**src/rtl/writeback_stage.sv**
```systemverilog
// Writeback stage: registers instructions leaving MEM, waits for late load data,
// and commits one register-file / PC write per retired instruction.
// Latency: commit is visible one cycle after capture (or one cycle after late load data).
// Backpressure: o_Stall_W is high only while waiting for load data; nothing is captured then.
//
// Ports:
//   i_clk, i_reset (sync, active-low)
//   MEM side  : i_valid_M, i_RegWrite_M, i_MemtoReg_M, i_PCSrc_M, i_WA3_M, i_ALUResult_M, i_Flush_W
//   DMEM side : i_ReadData_valid, i_ReadData
//   RF/PC side: o_Result_W, o_WA3_W, o_RegWrite_W, o_PCSrc_W
//   Status    : o_Stall_W, o_LoadFault, o_Retired
module writeback_stage #(
  parameter int LOAD_TIMEOUT = 16
) (
  input  logic        i_clk,
  input  logic        i_reset,
  input  logic        i_valid_M,
  input  logic        i_RegWrite_M,
  input  logic        i_MemtoReg_M,
  input  logic        i_PCSrc_M,
  input  logic [3:0]  i_WA3_M,
  input  logic [31:0] i_ALUResult_M,
  input  logic        i_Flush_W,
  input  logic        i_ReadData_valid,
  input  logic [31:0] i_ReadData,
  output logic [31:0] o_Result_W,
  output logic [3:0]  o_WA3_W,
  output logic        o_RegWrite_W,
  output logic        o_PCSrc_W,
  output logic        o_Stall_W,
  output logic        o_LoadFault,
  output logic [31:0] o_Retired
);

  typedef enum logic [1:0] {
    S_IDLE      = 2'd0,
    S_WAIT_LOAD = 2'd1,
    S_COMMIT    = 2'd2
  } state_t;

  // Last counter value tolerated before the load is declared lost.
  localparam logic [7:0] CNT_LAST = 8'(LOAD_TIMEOUT - 1);

  state_t      r_state;
  logic [7:0]  r_cnt;
  // Fields of a load parked in WAIT_LOAD; the result comes from memory.
  logic        r_regwrite_l;
  logic        r_pcsrc_l;
  logic [3:0]  r_wa3_l;
  // Committed (output) registers.
  logic [31:0] r_result;
  logic [3:0]  r_wa3;
  logic        r_regwrite;
  logic        r_pcsrc;
  logic        r_fault;
  logic [31:0] r_retired;

  logic w_capture;
  logic w_commit_now;

  // Capture is possible whenever no load is outstanding.
  assign w_capture    = (r_state != S_WAIT_LOAD) && i_valid_M && !i_Flush_W;
  // A captured instruction commits immediately unless it is a load without data.
  assign w_commit_now = !i_MemtoReg_M || i_ReadData_valid;

  always_ff @(posedge i_clk) begin
    if (!i_reset) begin
      r_state      <= S_IDLE;
      r_cnt        <= 8'd0;
      r_regwrite_l <= 1'b0;
      r_pcsrc_l    <= 1'b0;
      r_wa3_l      <= 4'd0;
      r_result     <= 32'd0;
      r_wa3        <= 4'd0;
      r_regwrite   <= 1'b0;
      r_pcsrc      <= 1'b0;
      r_fault      <= 1'b0;
      r_retired    <= 32'd0;
    end else begin
      // Write strobes and the fault flag are single-cycle pulses.
      r_regwrite <= 1'b0;
      r_pcsrc    <= 1'b0;
      r_fault    <= 1'b0;

      // The instruction retires at the edge that ends its commit cycle.
      if (r_state == S_COMMIT) begin
        r_retired <= r_retired + 32'd1;
      end

      case (r_state)
        S_WAIT_LOAD: begin
          if (i_Flush_W) begin
            r_state <= S_IDLE;
          end else if (i_ReadData_valid) begin
            r_result   <= i_ReadData;
            r_wa3      <= r_wa3_l;
            r_regwrite <= r_regwrite_l;
            r_pcsrc    <= r_pcsrc_l & r_regwrite_l;
            r_state    <= S_COMMIT;
          end else if (r_cnt == CNT_LAST) begin
            r_fault <= 1'b1;
            r_state <= S_IDLE;
          end else begin
            r_cnt <= r_cnt + 8'd1;
          end
        end
        default: begin
          if (w_capture) begin
            r_regwrite_l <= i_RegWrite_M;
            r_pcsrc_l    <= i_PCSrc_M;
            r_wa3_l      <= i_WA3_M;
            if (w_commit_now) begin
              r_result   <= i_MemtoReg_M ? i_ReadData : i_ALUResult_M;
              r_wa3      <= i_WA3_M;
              r_regwrite <= i_RegWrite_M;
              r_pcsrc    <= i_PCSrc_M & i_RegWrite_M;
              r_state    <= S_COMMIT;
            end else begin
              r_cnt   <= 8'd0;
              r_state <= S_WAIT_LOAD;
            end
          end else begin
            r_state <= S_IDLE;
          end
        end
      endcase
    end
  end

  assign o_Result_W   = r_result;
  assign o_WA3_W      = r_wa3;
  assign o_RegWrite_W = r_regwrite;
  assign o_PCSrc_W    = r_pcsrc;
  assign o_Stall_W    = (r_state == S_WAIT_LOAD);
  assign o_LoadFault  = r_fault;
  assign o_Retired    = r_retired;

endmodule

```
**config.mk**
```make
export PLATFORM = sky130hd
export DESIGN_NAME = writeback_stage
export DESIGN_NICKNAME = d
export VERILOG_FILES = /design/src/rtl/writeback_stage.sv
export SDC_FILE = /design/constraint.sdc
export NUM_CORES = 1
export LEC_CHECK = 0
export CAP_MARGIN = 30
export CORE_UTILIZATION = 50
export CTS_BUF_LIST = sky130_fd_sc_hd__clkbuf_2
export DETAILED_ROUTE_END_ITERATION = 16
export PLACE_DENSITY = 0.89
export SYNTH_ARGS = -nofsm -noshare
export SYNTH_HDL_FRONTEND = slang
export SYNTH_SLANG_ARGS = --single-unit
```
**constraint.sdc**
```tcl
create_clock -name i_clk -period 6.15 [get_ports i_clk]
set_clock_uncertainty 0.15 [all_clocks]
set_input_delay 1.23 -clock i_clk [delete_from_list [all_inputs] [get_ports i_clk]]
set_output_delay 1.23 -clock i_clk [all_outputs]
set_load 0.005 [all_outputs]
```
Figure 1. Clock distribution (run 1).
(4 px per um)
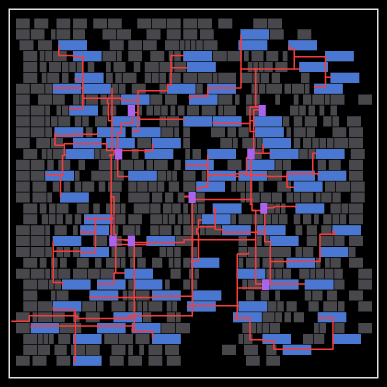
Key: flip-flops = blue [count 87]; clock wires = red [length 967 um]; clock drivers = purple [count 9]
There are 10 routed clock nets. Position of the flops: spread over the die.
Clk. pwr: 0.282 mW
Clock Latency Late Sink: 490 ps

Figure 2. Nets reached from selected ports (run 1).
(3 px per um)
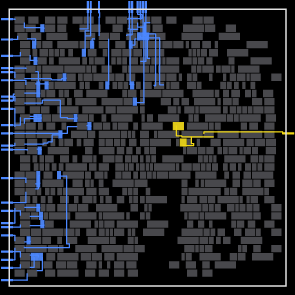
Key: i_ALUResult_M = blue [bits 32, direction input, edge 23 left, 9 top, end cells 32, buffers 32, wire 540 um]; i_PCSrc_M = yellow [bits 1, direction input, edge right, end cells 2, buffers 1, wire 51.5 um]
IO Pins: 148
PortBufs: 147

Figure 3. Congestion heat map (run 1).
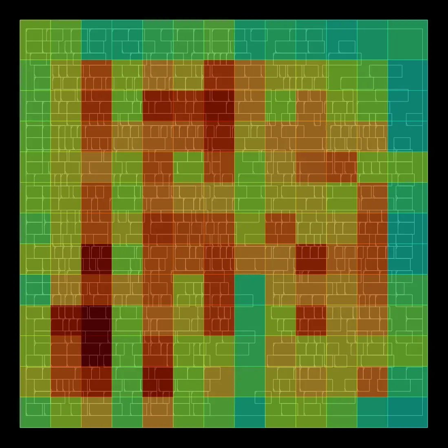
gr usage total: 0.276
met2 global-route usage: 0.464
GRT busiest layer: met2

Figure 4. Metal 4 (run 1).
(4 px per um) Supply wires on this layer in gray.
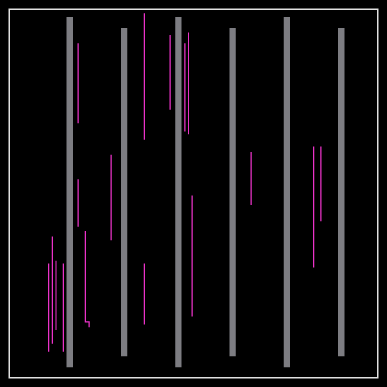
The longest straight run is 31.3 um. The wires run mostly vertical. The layer carries 367 um of wire. 16 nets have wire on it. The layer holds 3.2% of the routed length.
DRT Wirelength: 11600 um
Vias: 4365

[run 1: cell type report]
cell class	instances	area (um^2)	share of cell area
clock inverters	4	46.3	0.00818
inverters	8	30.0	0.00531
multi-input cells	355	2120	0.374
repair buffers	154	1540	0.272
clock buffers	12	60.1	0.0106
flip-flops and latches	87	1740	0.308
well taps	102	128	0.0225
[run 1: synth_stat cells (2+ instances only)]
| library cell | n |
|---|---|
| dfxtp_1 | 87 |
| nand2_1 | 64 |
| a21oi_1 | 57 |
| o21ai_0 | 45 |
| a311oi_1 | 33 |
| clkbuf_1 | 31 |
| nor2_1 | 23 |
| nand4_1 | 16 |
| or4_1 | 14 |
| o31ai_1 | 13 |
| nand3_1 | 11 |
| mux2i_1 | 10 |
| or3_1 | 8 |
| inv_1 | 7 |
| nor3_1 | 6 |
| and3_1 | 5 |
| and4_1 | 5 |
| nand2b_1 | 5 |
| nor4_1 | 5 |
| o211a_1 | 5 |
| xor2_1 | 5 |
| buf_2 | 4 |
| xnor2_1 | 4 |
| a211oi_1 | 2 |
| and2_1 | 2 |
| ha_1 | 2 |
[run 1: state kept, by name (all words and copies together) (netlist names)]
name,count
r_pcsrc_l,1
o_RegWrite_W,1
o_PCSrc_W,1
o_Result_W,32
r_regwrite_l,1
o_LoadFault,1
r_state,2
r_cnt,8
r_wa3_l,4
o_Retired,32
o_WA3_W,4
[run 1: worst reg2reg max path, stage by stage, from the launching register on]
cell and delay [ps]:
dfxtp_1 450, nand2b_1 470, clkinv_1 460, buf_4 370, o21bai_2 140, buf_4 370
and2_1 690, buf_8 250, a311oi_1 100
[run 1: power by group]
group          total [mW]  switching (mW)  internal, mW  leakage [nW]
Sequential          0.597          0.0129         0.584         0.708
Combinational       0.168          0.0710        0.0968          1.12
Clock               0.282           0.185        0.0972        0.0696
[run 1: logic make-up (layout without fill, tap and decap cells)]
| group | Yosys count | after routing |
|---|---|---|
| buffers and inverters | 45 | 178 |
| flip-flops | 87 | 87 |
| AND/OR/NAND/NOR | 171 | 171 |
| XOR/XNOR | 9 | 9 |
| AND-OR/OR-AND | 163 | 163 |
| adder cells (fa/ha/maj) | 2 | 2 |
| multiplexers | 10 | 10 |
[run 1: per-layer routing]
metal  routed length [um]  GRT usage
met3                  921     0.0663
met4                  366      0.129
met1                 4660      0.334
met2                 5700      0.464
met5                    0          0
[run 1: per-stage QoR]
step | instance area (um^2) | power [mW] | utilization
after CTS | 5660 | 1.05 | 0.729
after floorplan | 4030 | 0.671 | -
after global routing | 5660 | 1.09 | 0.729
after detailed placement | 5550 | 0.774 | 0.715
after global placement | 5520 | 0.767 | 0.711
final | 5660 | 1.05 | 0.729
[run 1: how the worst min path moves through the flow]
| stage | startpoint | end | depth (start not counted) |
|---|---|---|---|
| final | r_pcsrc_l | o_PCSrc_W | 2 |
| after global routing | r_pcsrc_l | o_PCSrc_W | 2 |
| after CTS | r_pcsrc_l | o_PCSrc_W | 2 |
| after detailed placement | r_pcsrc_l | o_PCSrc_W | 2 |
| after global placement | r_pcsrc_l | o_PCSrc_W | 2 |
| after floorplan | r_pcsrc_l | o_PCSrc_W | 2 |
==> notes.md, run 1 <==
run results: run status completed, Max Root-Sink Buffers 2, number of routed nets with antenna violations 0, and+or+nand+nor area frac 0.218, via/cell ratio 6.05, CP endpoint o_Stall_W, Leakage 1.90 nW, Fin Setup TNS 0 ps, share of cells above drive strength 1 0.0484, clock slew at reported path FFs 190 ps, CP required 4770 ps, final net count ~700, antenna violations before repair 0, count of tool warnings 26, hpwl dp ~8300 um, aggregate global routing overflow 0, Final Critical Period roughly 4100 ps, Synth Instances 487, Critical path origin r_state[1], first-pass GRT wire length 18900 um, First DRT Iteration DRCs about 220, largest net degree at the start of global routing roughly 55, yosys xor share 0.0196, adder share 0.00621, Fmax 243 MHz, Fin. Hold Viols 0, # diodes 0, Largest delay share family, worst path buffers and inverters, Buf/Inv on CP 3, PwrDens 185 nW/um^2, Hold Crit Class reg -> reg, worst slack at placement 2420 ps, placed instance count 706, RSZ-0062 raised after global routing no, number of enable flip-flop cells 0, Top Layout Cells 147 x clkdlybuf4s50_1, 87 x dfxtp_1, 64 x nand2_1, 56 x a21oi_1, 45 x o21ai_0, Async SR Flop Fraction 0, critical path endpoint category output pin, Floorplan Nets roughly 570, Initial Util 0.519, Yosys Chip Area ~4000 um^2, number of cells on the worst reg-to-reg path 8, WHS 333 ps, Slowest-stage cell, CP clkdlybuf4s50_1, Core Region 7770 um^2, GPL Wtd Cong 0.925, clock root cell clkbuf_2, Layout Cells excl Fill 722, synthesized cell area 4030 um^2, Final period util 0.668, CTS Hold Bufs 0, Fillers about 600, Slew headroom 0.383, die width 91.8 um, Worst R2R Start r_state[1], maxcap violations 0, dominant cell type by area after synthesis dfxtp_1, Post-synth seq share 0.432, worst path cell trace nand2b_1, clkinv_1, buf_4, clkdlybuf4s50_1, slowest cell delay on critical path approximately 500 ps, ao+oa area frac 0.254, Cell area leaders dfxtp_1 43%, a311oi_1 7.2%, a21oi_1 7.1%, total iterations of the first detailed-routing run 5, postcts setup bufs 0, mean routed wirelength per cell 16.1 um, Reg2Reg Setup Slack 2620 ps, # Cells Yosys 487, Synthesis Warnings 0, post-synth cell types ~44, Synth Flop Type dfxtp_1, Rows 32, post-cts repair resize count 0, Final Slew Violations 0, Worst R2R End o_Result_W[8], area fraction in mux cells 0.0248, # setup viols final 0, nature of the critical path startpoint register, final worst slack 2040 ps
Figure 5. Local utilization (run 1).
(4 px per um) The die is cut into 9 by 9 equal tiles; dark blue is low, red is high, 0 to 100% covered.
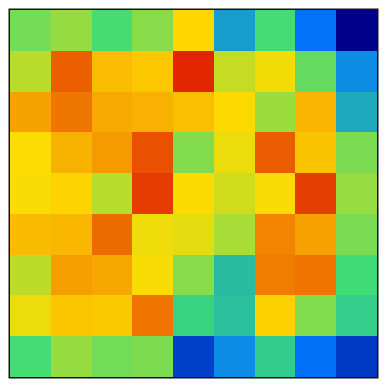

==> run 1 -> run 2 <==
- CORE_UTILIZATION: 50 -> 42
- PLACE_DENSITY: 0.89 -> 0.79
- clock period: 6.15 -> 3.7 ns (I/O delays scaled with it)
Figure 6. Local utilization (run 2).
(4 px per um) The die is cut into 10 by 10 equal tiles; dark blue is low, red is high, 0 to 100% covered.
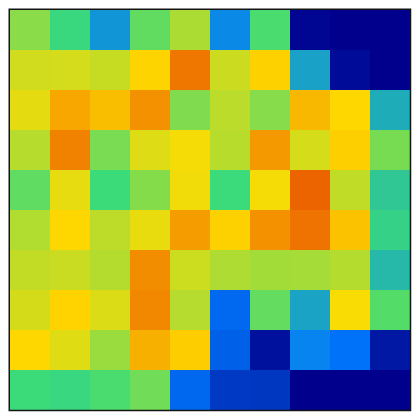
The fullest tile reaches 89%. 7.0% of the tiles are nearly empty. The emptiest ninth of the die: bottom right. The mean over all tiles is 56%.
final design utilization: 0.621
Core Region: 9280 um^2

==> notes.md, run 2 <==
run results: adder share 0.00621, nature of the critical path startpoint register, critical setup path kind reg -> out, yosys xor share 0.0196, Final Slew Violations 0, IO Pins 148, Final period util 0.760, # setup viols final 0, final worst slack 887 ps, Hold Startpoint r_pcsrc_l, RSZ-0062 raised after global routing no, critical path endpoint category output pin, final net count 695, Final Critical Period ~2800 ps, postcts setup bufs 0, count of tool warnings 26, Yosys Chip Area 4030 um^2, ao+oa area frac 0.254, PwrDens 337 nW/um^2, Vias ~4300, Top Layout Cells 147 x clkdlybuf4s50_1, 87 x dfxtp_1, 64 x nand2_1, 56 x a21oi_1, 45 x o21ai_0, first-pass GRT wire length 18900 um, Max Root-Sink Buffers 2, DRT Wirelength 11500 um, Hold Path Depth 2, Fin Setup TNS 0 ps, Clock Latency Late Sink 510 ps, Synthesis Warnings 0, Leakage 1.94 nW, First DRT Iteration DRCs roughly 240, CTS Hold Bufs 0, Async SR Flop Fraction 0, Slew headroom 0.478, Worst Hold End o_PCSrc_W, Cell area leaders dfxtp_1 43%, a311oi_1 7.2%, a21oi_1 7.1%, top cells by count 87 x dfxtp_1, 64 x nand2_1, 57 x a21oi_1, post-synth cell types 44, gr usage total 0.231, Fmax 355 MHz, antenna violations before repair 0, Initial Util 0.434, Fillers 819, Layout Cells excl Fill 750, storage element area 1740 um^2, dominant cell type by area after synthesis dfxtp_1, die width between 90 and 100 um, share of cells above drive strength 1 0.0499, # diodes 0, GPL Wtd Cong a little under 0.9, logic area 2120 um^2, most common cell in the netlist dfxtp_1, synthesized cell area between 4000 and 5000 um^2, aggregate global routing overflow 0, largest net degree at the start of global routing 44, PortBufs 147, number of cells on the worst reg-to-reg path 5, Reg2Reg Setup Slack 1120 ps, and+or+nand+nor area frac 0.218, mean routed wirelength per cell 15.3 um, Worst R2R End o_Retired[30], Synth Flop Type dfxtp_1, via/cell ratio 5.68, Post-synth seq share 0.432, Floorplan Nets 565, # Cells Yosys 487, Synth Instances 487, CP required between 2000 and 3000 ps, post-cts repair resize count 0, clock root cell clkbuf_2, placed instance count about 740, hpwl dp 7960 um, area fraction in mux cells 0.0248, run status completed, Worst R2R Start o_Retired[0], Fin. Hold Viols 0, maxcap violations 0, number of routed nets with antenna violations 0, number of enable flip-flop cells 0, total iterations of the first detailed-routing run 4, worst slack at placement 771 ps, Rows 35
-- run 2: area by class of cell --
type,instances,share of cell area
flip-flops and latches,87,0.302
clock inverters,6,0.0230
repair buffers,156,0.267
multi-input cells,355,0.367
well taps,129,0.0280
inverters,8,0.00521
clock buffers,9,0.00781
-- run 2: metrics by stage --
step / util / hold WS, ps / total power, mW
floorplan: - / 281 / 1.11
global placement: 0.602 / 294 / 1.28
detailed placement: 0.602 / 302 / 1.28
CTS: 0.621 / 339 / 1.96
global route: 0.621 / 366 / 2.02
finish: 0.621 / 339 / 1.94
-- run 2: worst max-delay path by stage --
stage,start,endpoint,slack (ps)
after floorplan,i_ReadData_valid,r_cnt[4],1550
after global placement,i_ReadData_valid,r_cnt[4],860
after detailed placement,i_ReadData_valid,r_cnt[4],770
after CTS,r_state[1],o_Stall_W,840
after global routing,r_state[1],o_Stall_W,760
final,r_state[1],o_Stall_W,890
-- run 2: logic make-up (layout without fill, tap and decap cells) --
group | count (synthesis) | after routing
and+or+nand+nor | 171 | 171
AOI/OAI and AO/OA | 163 | 163
DFF | 87 | 87
buffers and inverters | 45 | 179
muxes | 10 | 10
xor gates and xnor gates | 9 | 9
adders and majority gates | 2 | 2
-- run 2: per-layer routing --
metal  global-route usage  wire, um  share of wire
met1                0.286      4820           0.42
met2                0.396      5600           0.49
met3               0.0613       952          0.083
met4               0.0656        89         0.0078
met5                    0         0              0
-- run 2: power by group --
part | total [mW] | switching [mW] | internal (mW)
Combinational | 0.275 | 0.115 | 0.160
Sequential | 0.990 | 0.0191 | 0.971
Clock | 0.678 | 0.322 | 0.356
Total | 1.94 | 0.456 | 1.49
-- run 2: critical path, cell delays in order, from the launching register on --
cell and delay, ps:
dfxtp_1 450, nand2b_1 130, buf_4 190, clkinv_1 180, clkdlybuf4s50_1 480
Power figures rest on the tool's default switching activity, not on a simulated workload.
